### src/rtl/fact_req_ctrl.sv
// Request/response front end for a multi-cycle factorial unit: one job at a
// time, with a WAIT-state timeout and a count of consumed responses.
module fact_req_ctrl #(
    parameter int unsigned TIMEOUT_CYC = 1024,
    parameter int unsigned CNT_W       = 16
) (
    input  logic             clk,
    input  logic             rst,
    input  logic             req_valid,
    output logic             req_ready,
    input  logic [7:0]       req_n,
    output logic [7:0]       fact_n,
    output logic             fact_go,
    input  logic             fact_done,
    input  logic             fact_err,
    input  logic [31:0]      fact_result,
    output logic             rsp_valid,
    input  logic             rsp_ready,
    output logic [31:0]      rsp_data,
    output logic             rsp_err,
    output logic             rsp_timeout,
    output logic             busy,
    output logic [CNT_W-1:0] job_count
);

    localparam int unsigned TMR_W = 16;
    localparam int unsigned DAT_W = 32;

    typedef enum logic [1:0] {
        S_IDLE,
        S_START,
        S_WAIT,
        S_RESP
    } state_t;

    state_t             state_q, state_d;
    logic [7:0]         n_q, n_d;
    logic [TMR_W-1:0]   timer_q, timer_d;
    logic [DAT_W-1:0]   rsp_data_q, rsp_data_d;
    logic               rsp_err_q, rsp_err_d;
    logic               rsp_timeout_q, rsp_timeout_d;
    logic [CNT_W-1:0]   cnt_q, cnt_d;
    logic               finish_c;
    logic               expire_c;

    assign finish_c = fact_done | fact_err;
    assign expire_c = (timer_q == TMR_W'(TIMEOUT_CYC - 1));

    // State and job registers
    always_ff @(posedge clk or posedge rst) begin
        if (rst) begin
            state_q       <= S_IDLE;
            n_q           <= '0;
            timer_q       <= '0;
            rsp_data_q    <= '0;
            rsp_err_q     <= 1'b0;
            rsp_timeout_q <= 1'b0;
            cnt_q         <= '0;
        end else begin
            state_q       <= state_d;
            n_q           <= n_d;
            timer_q       <= timer_d;
            rsp_data_q    <= rsp_data_d;
            rsp_err_q     <= rsp_err_d;
            rsp_timeout_q <= rsp_timeout_d;
            cnt_q         <= cnt_d;
        end
    end

    // Next state; completion takes priority over a coincident timeout
    always_comb begin
        state_d       = state_q;
        n_d           = n_q;
        timer_d       = timer_q;
        rsp_data_d    = rsp_data_q;
        rsp_err_d     = rsp_err_q;
        rsp_timeout_d = rsp_timeout_q;
        cnt_d         = cnt_q;
        case (state_q)
            S_IDLE: begin
                if (req_valid) begin
                    n_d     = req_n;
                    state_d = S_START;
                end
            end
            S_START: begin
                timer_d = '0;
                state_d = S_WAIT;
            end
            S_WAIT: begin
                if (finish_c) begin
                    rsp_err_d     = fact_err;
                    rsp_data_d    = fact_err ? '0 : fact_result;
                    rsp_timeout_d = 1'b0;
                    state_d       = S_RESP;
                end else if (expire_c) begin
                    rsp_err_d     = 1'b0;
                    rsp_data_d    = '0;
                    rsp_timeout_d = 1'b1;
                    state_d       = S_RESP;
                end else begin
                    timer_d = timer_q + TMR_W'(1);
                end
            end
            S_RESP: begin
                if (rsp_ready) begin
                    cnt_d   = cnt_q + CNT_W'(1);
                    state_d = S_IDLE;
                end
            end
            default: state_d = S_IDLE;
        endcase
    end

    // Outputs decoded from the state register
    always_comb begin
        req_ready = 1'b0;
        fact_go   = 1'b0;
        rsp_valid = 1'b0;
        busy      = 1'b1;
        case (state_q)
            S_IDLE: begin
                req_ready = 1'b1;
                busy      = 1'b0;
            end
            S_START: fact_go   = 1'b1;
            S_RESP:  rsp_valid = 1'b1;
            default: ;
        endcase
    end

    assign fact_n      = n_q;
    assign rsp_data    = rsp_data_q;
    assign rsp_err     = rsp_err_q;
    assign rsp_timeout = rsp_timeout_q;
    assign job_count   = cnt_q;

endmodule

### config.mk
export PLATFORM = sky130hd
export DESIGN_NAME = fact_req_ctrl
export DESIGN_NICKNAME = d
export VERILOG_FILES = /design/src/rtl/fact_req_ctrl.sv
export SDC_FILE = /design/constraint.sdc
export NUM_CORES = 1
export LEC_CHECK = 0
export CAP_MARGIN = 20
export CORE_ASPECT_RATIO = 0.7
export CORE_MARGIN = 1.5
export CORE_UTILIZATION = 46
export CTS_CLUSTER_SIZE = 20
export DETAILED_ROUTE_END_ITERATION = 7
export GPL_ROUTABILITY_DRIVEN = 0
export HOLD_SLACK_MARGIN = 0.02
export PLACE_DENSITY = 0.8
export SLEW_MARGIN = 20
export SYNTH_ARGS = -nofsm -noshare
export SYNTH_HDL_FRONTEND = slang
export SYNTH_SLANG_ARGS = --single-unit
### constraint.sdc
create_clock -name clk -period 3.4 [get_ports clk]
set_clock_uncertainty 0.2 [all_clocks]
set_input_delay 0.68 -clock clk [delete_from_list [all_inputs] [get_ports clk]]
set_output_delay 0.68 -clock clk [all_outputs]
set_load 0.02 [all_outputs]
==> job_summary.md, run 1 <==
## Implementation flow summary

| Metric | Value |
|---|---|
| Top class by area | flip-flops and latches |
| Synth cell count leaders | dfrtp_1, a22o_1, nand2_1 |
| Simple-gate share of the synthesized area | 13.59% |
| Non-clk invs | 7 |
| Outcome | finished, final reports clean |
| Number of distinct library cells after synthesis | 39 |
| Startpoint Class | flip-flop |
| Logic Gate Count | 172 |
| Comb area leader | simple AND/OR/NAND/NOR gates |
| Area of the core | 6819 um^2 |
| Ys cells | 266 |
| Buffering overhead | 23.73% |
| CP cell instances | inv_1, ha_1, inv_1, clkdlybuf4s50_1 |
| Inserted Clock Buffers | 9 |
| R2R Setup Slk | 0.85 ns |
| Most used routing layer | met2 |
| Final TNS setup | 0 ns |
| Top cells, area | dfrtp_1, a22o_1, mux2_2 |
| Grt met3 use | 6.832% |
| Setup Viol. Count Final | 0 |
| Clk buf depth | 2 |
| Design Power | 3.450 mW |
| Metal2 WL | 3.190 mm |
| Sw Pwr | 1.166 mW |
| Post-synth ARST share | 100.0% |
| I/O pin count | 108 |
| Critical-path top delay cell | clkdlybuf4s50_1 |
| Post-route cell area | 4692 um^2 |
| Yosys stat area | between 3000 and 4000 um^2 |
| Adder-Cell Fraction of Synth Area | 2.666% |
| R2R depth | 6 |
| Worst r2r src | state_q[0]$_DFFE_PP0P_ |
| Top Metal Used | met4 |
| Vias per Instance | 5.316 |
| Fillers | 510 |
| Setup Crit Path Kind | flip-flop to output port |
| Grt met1 use | 29.11% |
| Seq pwr share | 37.2% |
| Flop area | 1902 um^2 |
| Clock transition at path regs | 0.07 ns |
| DR pass1 iterations | 4 |
| DIE AREA | 7667 um^2 |
| Unrepaired setup endpoints after global routing | false |
| Comb/total area | 27.89% |
| CTS tree | yes |
| Post-CTS Resized | 0 |
| WP data arrival | between 1.5 and 2 ns |
| Min Tclk post-route | 2.672 ns |
| Crit-path max FO | 4 |
| Min Hold Slack | 0.2747 ns |
| Share of power burned in the clock network | ~22% |
| Worst IR drop on VDD | approximately 0.45 mV |
| Post-detailed-route count of antenna-violating nets | 0 |
| Tool warnings | 30 |
| Drt initial violations | 127 |
| Post-CTS setup buffer count | 0 |
| Synth Warn # | 0 |
| WP buf/inv | 3 |
| Vias in the first global route | approximately 2400 |
| CTS Hold Bufs | 0 |
| Final Util | 68.81% |
| Antenna violations before repair | 0 |
| Leakage dissipation | 2.107 nW |
| Clk tree area frac | approximately 4.8% |
| Post-Syn Area | 3286 um^2 |
| P_int | 2.284 mW |
| Met3 WL | 588 um |
| Met2 global-route usage | between 30% and 40% |
| Slew headroom | 59.62% |
| Cell mode on critical path | inv_1 |
| Avg Cell Area, Syn | about 12 um^2 |
| Fin crit share | 78.58% |
| Post-Synth AOI/OAI Area | between 10% and 20% |
| CP endpoint | busy |
| Post-synth regs | 76 |
| Combinational power share | 40.5% |
| Ratio of cells with drive above 1 in the final layout | approximately a tenth |
| Largest net degree at the start of global routing | 63 |
| HP Class | flip-flop to flip-flop |
| Total placed instance area | 4468 um^2 |
| Pins Over Slew Limit | 0 |
| Tap cells | around 94 |
| Pre-Place Util | 48.18% |
| H-tree Lvls | 3 |
| Sequential power | roughly 1.3 mW |
| Number of enable flip-flop cells | 0 |
| Switch share | between 30% and 40% |
| Syn Nets | between 300 and 400 |
| WP data required | 2.52 ns |
| Final worst slack | 0.7282 ns |
| Latency at later pin | 0.34 ns |
| Horiz. Die Dim | ~100 um |
| Worst-margin pin slew | 0.6057 ns |
| Seq area share | between 40% and 50% |
| Pwr dens | 735.3 nW/um^2 |
| Fin. Hold Viols | 0 |
| Fin cells | 475 |
| Gr ovfl total | 0 |
| Seq/Total Area, Yosys | 57.88% |
| Most frequent cell after synthesis | dfrtp_1 |
## run 1: how the worst min path moves through the flow
stage,start,to,slack (ns),cells after the start
after CTS,job_count[15]$_DFFE_PP0P_,job_count[15]$_DFFE_PP0P_,0.28,1
after global routing,job_count[15]$_DFFE_PP0P_,job_count[15]$_DFFE_PP0P_,0.29,1
after detailed placement,job_count[15]$_DFFE_PP0P_,job_count[15]$_DFFE_PP0P_,0.27,1
after global placement,job_count[15]$_DFFE_PP0P_,job_count[15]$_DFFE_PP0P_,0.26,1
final,job_count[15]$_DFFE_PP0P_,job_count[15]$_DFFE_PP0P_,0.27,1
after floorplan,timer_q[8]$_DFFE_PP0P_,timer_q[8]$_DFFE_PP0P_,0.26,1
## run 1: kinds of logic (layout without fill, tap and decap cells)
group	after synthesis	in the layout
AOI/OAI and AO/OA	49	49
xor gates and xnor gates	15	15
adders and majority gates	7	7
buffers and inverters	18	133
DFF	76	76
muxes	21	21
and+or+nand+nor	80	80
## run 1: cells in the final DEF, fill, tap and decap left out, types with 2 or more instances in the layout
cell type	synthesis	final
clkbuf_8	0	11
inv_1	7	6
and2_1	2	2
and4_1	3	3
buf_4	0	3
nand2_1	24	24
mux2i_1	11	11
o31ai_1	3	3
mux2_2	10	10
o211ai_1	3	3
xor2_1	3	3
nand3_1	11	11
a21oi_1	3	3
dfrtp_1	76	76
nor3b_1	3	3
nand4_1	11	11
ha_1	7	7
clkdlybuf4s50_1	0	107
nor2_1	9	9
bufinv_16	0	2
nor3_1	3	3
xnor2_1	12	12
nand3b_1	2	2
a22o_1	32	32
and3_1	4	4
## run 1: flip-flops by register name, indices dropped and copies added (netlist names)
| signal | flops |
|---|---|
| state_q | 2 |
| timer_q | 16 |
| rsp_data | 32 |
| job_count | 16 |
| rsp_err | 1 |
| rsp_timeout | 1 |
| fact_n | 8 |
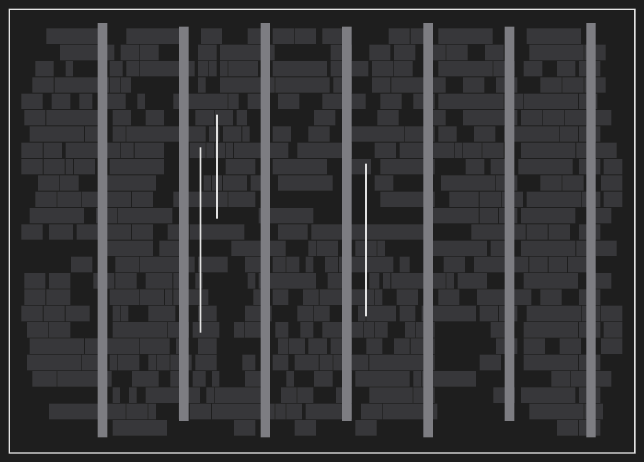
Run 1: M4 wires
(6 px per um) Supply wires on this layer in gray. Cells faint in the background.
share of all routed wire: 0.96%
wire length on this layer: 72.8 um
longest straight run: 30.6 um
WL final: 7.568 mm
vias: 2525

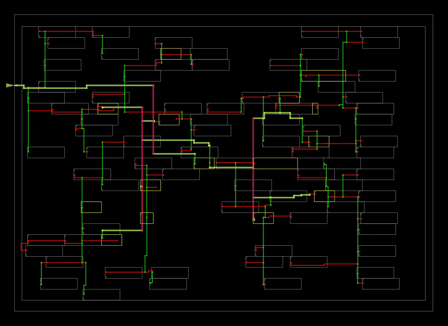
Run 1: the clock network
P_clk: 0.767 mW
Sink Count: 76

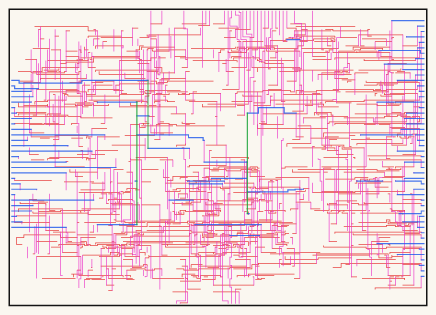
Run 1: routed metal, one color a layer
(4 px per um)
| layer | color | wire length |
|---|---|---|
| metal 4 | green | 72.8 um |
| metal 1 | red | 3720 um |
| metal 2 | magenta | 3190 um |
| metal 3 | blue | 588 um |
Total GRT Usage: 20.67%
Routed wire per std cell: 15.93 um

==> run 2: changes to the inputs <==
--- a/config.mk
+++ b/config.mk
@@ -8,12 +8,12 @@
 export CAP_MARGIN = 20
 export CORE_ASPECT_RATIO = 0.7
 export CORE_MARGIN = 1.5
-export CORE_UTILIZATION = 46
+export CORE_UTILIZATION = 41
 export CTS_CLUSTER_SIZE = 20
 export DETAILED_ROUTE_END_ITERATION = 7
 export GPL_ROUTABILITY_DRIVEN = 0
 export HOLD_SLACK_MARGIN = 0.02
-export PLACE_DENSITY = 0.8
+export PLACE_DENSITY = 0.76
 export SLEW_MARGIN = 20
 export SYNTH_ARGS = -nofsm -noshare
 export SYNTH_HDL_FRONTEND = slang
==> constraint.sdc (replaced) <==
create_clock -name clk -period 2.4 [get_ports clk]
set_clock_uncertainty 0.2 [all_clocks]
set_input_delay 0.48 -clock clk [delete_from_list [all_inputs] [get_ports clk]]
set_output_delay 0.48 -clock clk [all_outputs]
set_load 0.02 [all_outputs]
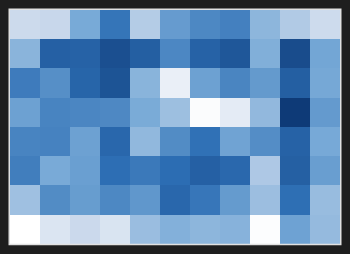
Run 2: cell area per tile
(3 px per um) The die is cut into 11 by 8 equal tiles; white is low, dark blue is high, 0 to 100% covered.
fullest tile: 96%
mean over tiles: 55%
tiles over 75% full: 22%
nearly empty tiles: 3.4%
emptiest ninth of the die: bottom left
Pre-Place Util: 42.10%
Final Util: 62.16%
area of the core: 7804 um^2

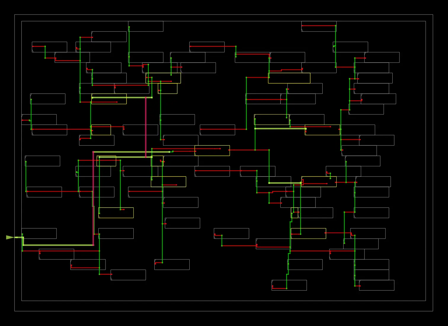
Run 2: the clock network
Latency at later pin: 0.33 ns
registers: 76

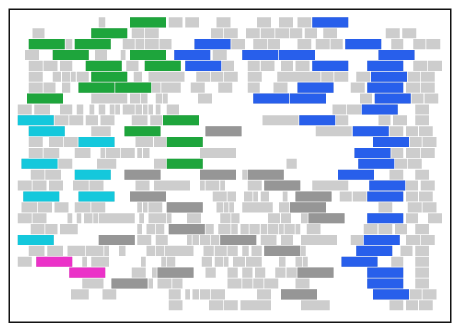
Run 2: sequential cells colored by netlist name
(4 px per um) Other sequential cells in the stronger gray, the rest of the logic in the fainter gray.
| name in the netlist | color | sequential cells |
|---|---|---|
| state_q | magenta | 2 |
| job_count | green | 16 |
| rsp_data | blue | 32 |
| fact_n | cyan | 8 |
sequential power: 1.83 mW
Flop area: 1902 um^2

==> job_summary.md, run 2 <==
## Implementation flow summary

| Metric | Value |
|---|---|
| Outcome | finished, final reports clean |
| Post-Syn Area | 3286 um^2 |
| Synth cell count leaders | dfrtp_1, a22o_1, nand2_1 |
| Slew headroom | 59.34% |
| P_clk | 1.37 mW |
| Total GRT Usage | 18.97% |
| Sw Pwr | 1.695 mW |
| Vias per Instance | ~5.2 |
| Pwr dens | 1072 nW/um^2 |
| Max reg flops | 32 |
| Post-synth ARST share | 100.0% |
| Tool warnings | 30 |
| Top Metal Used | met4 |
| Fin crit share | a little over nine tenths |
| Fin cells | about 500 |
| Routed wire per std cell | ~16 um |
| Leakage dissipation | 2.195 nW |
| Post-synth regs | 76 |
| Most used routing layer | met2 |
| H-tree Lvls | 3 |
| Most common logic cell in the routed design | clkdlybuf4s50_1 |
| Synth Warn # | 0 |
| Seq/Total Area, Yosys | around 58% |
| Setup Viol. Count Final | 0 |
| Total placed instance area | 4538 um^2 |
| Worst IR drop on VDD | 0.6169 mV |
| R2R Setup Slk | 0.18 ns |
| Vias in the first global route | 2597 |
| Post-route cell area | around 4900 um^2 |
| Met2 global-route usage | 27.64% |
| Antenna violations before repair | 0 |
| DR pass1 iterations | 7 |
| Gr ovfl total | 0 |
| Pins Over Slew Limit | 0 |
| WP data required | 1.72 ns |
| CTS tree | yes |
| Dominant logic cell types in the final layout | clkdlybuf4s50_1, dfrtp_1, a22o_1 |
| Crit-path max FO | 4 |
| DIE AREA | 8568 um^2 |
| Design Power | between 5 and 6 mW |
| Top cells, area | dfrtp_1, a22o_1, mux2_2 |
| Metal2 WL | between 3 and 4 mm |
| Number of enable flip-flop cells | 0 |
| CTS Hold Bufs | 0 |
| Inserted Clock Buffers | 9 |
| Critical-path top delay cell | clkdlybuf4s50_1 |
| Horiz. Die Dim | 110.0 um |
| I/O pin count | 108 |
| Grt met1 use | 26.33% |
| Syn Nets | 319 |
| WP buf/inv | 1 |
| WL final | 7.627 mm |
| Setup Crit Path Kind | flip-flop to output port |
| CP cell instances | ha_1, clkdlybuf4s50_1 |
| Ratio of cells with drive above 1 in the final layout | 11.37% |
| Fillers | 647 |
| Post-detailed-route count of antenna-violating nets | 0 |
| Drt initial violations | between 100 and 150 |
| Clock transition at path regs | 0.06 ns |
| Clk buf depth | 2 |
| Share of power burned in the clock network | approximately a quarter |
| Avg Cell Area, Syn | about 12 um^2 |
| Fin. Hold Viols | 0 |
| Min Tclk post-route | 2.290 ns |
| Sink Count | 76 |
| Number of distinct library cells after synthesis | 39 |
| HP Class | flip-flop to flip-flop |
| Seq pwr share | 35.1% |
run 2: cell counts after synthesis:
No cell type changed its count.
run 2: area by class of cell:
cell class                      count  area, um^2  area share [%]
Sequential cell                    76        1902           39.21
Multi-Input combinational cell    172        1311           27.03
Timing Repair Buffer              117        1171           24.14
Clock buffer                       12       266.5           5.494
Tap cell                          101       126.4           2.605
Clock inverter                      3       43.79          0.9028
Inverter                            7       30.03          0.6190
run 2: logic make-up (layout without fill, tap and decap cells):
family,count (synthesis),count (layout),share of synthesized area (%)
compound gates,49,49,12.80
fa+ha+maj,7,7,2.666
flops,76,76,57.88
simple gates,80,80,13.59
mux,21,21,6.779
buf+inv,18,139,2.285
xor+xnor,15,15,3.999
run 2: repair_timing:
item / CTS / global route
buffers inserted: 0 / 0
resized: 2 / 2
gates cloned: 0 / 0
endpoints found under the setup margin: 2 / 5
endpoints found under the hold margin: 0 / 0
run 2: path summary, 6_finish.rpt:
check,from,to,cells past startpoint
worst max register to register,state_q[0]$_DFFE_PP0P_,timer_q[9]$_DFFE_PP0P_,6
worst max-delay path,state_q[1]$_DFFE_PP0P_,rsp_valid,2
max in group asynchronous,rst,rsp_data[17]$_DFFE_PP0P_,3
min in group asynchronous,rst,timer_q[3]$_DFFE_PP0P_,3
worst min-delay path,job_count[15]$_DFFE_PP0P_,job_count[15]$_DFFE_PP0P_,1
worst min register to register,job_count[15]$_DFFE_PP0P_,job_count[15]$_DFFE_PP0P_,1
run 2: stage by stage:
stage	util, %	setup WS (ns)	hold slack [ns]
4_1_cts	62.10	0.02028	0.2849
3_5_place_dp	58.15	-0.02015	0.2719
5_1_grt	62.16	0.002271	0.3035
2_1_floorplan	-	0.1834	0.2601
3_3_place_gp	58.15	-0.002246	0.2659
6_report	62.16	0.1097	0.2837
Power and IR drop assume default switching activity.
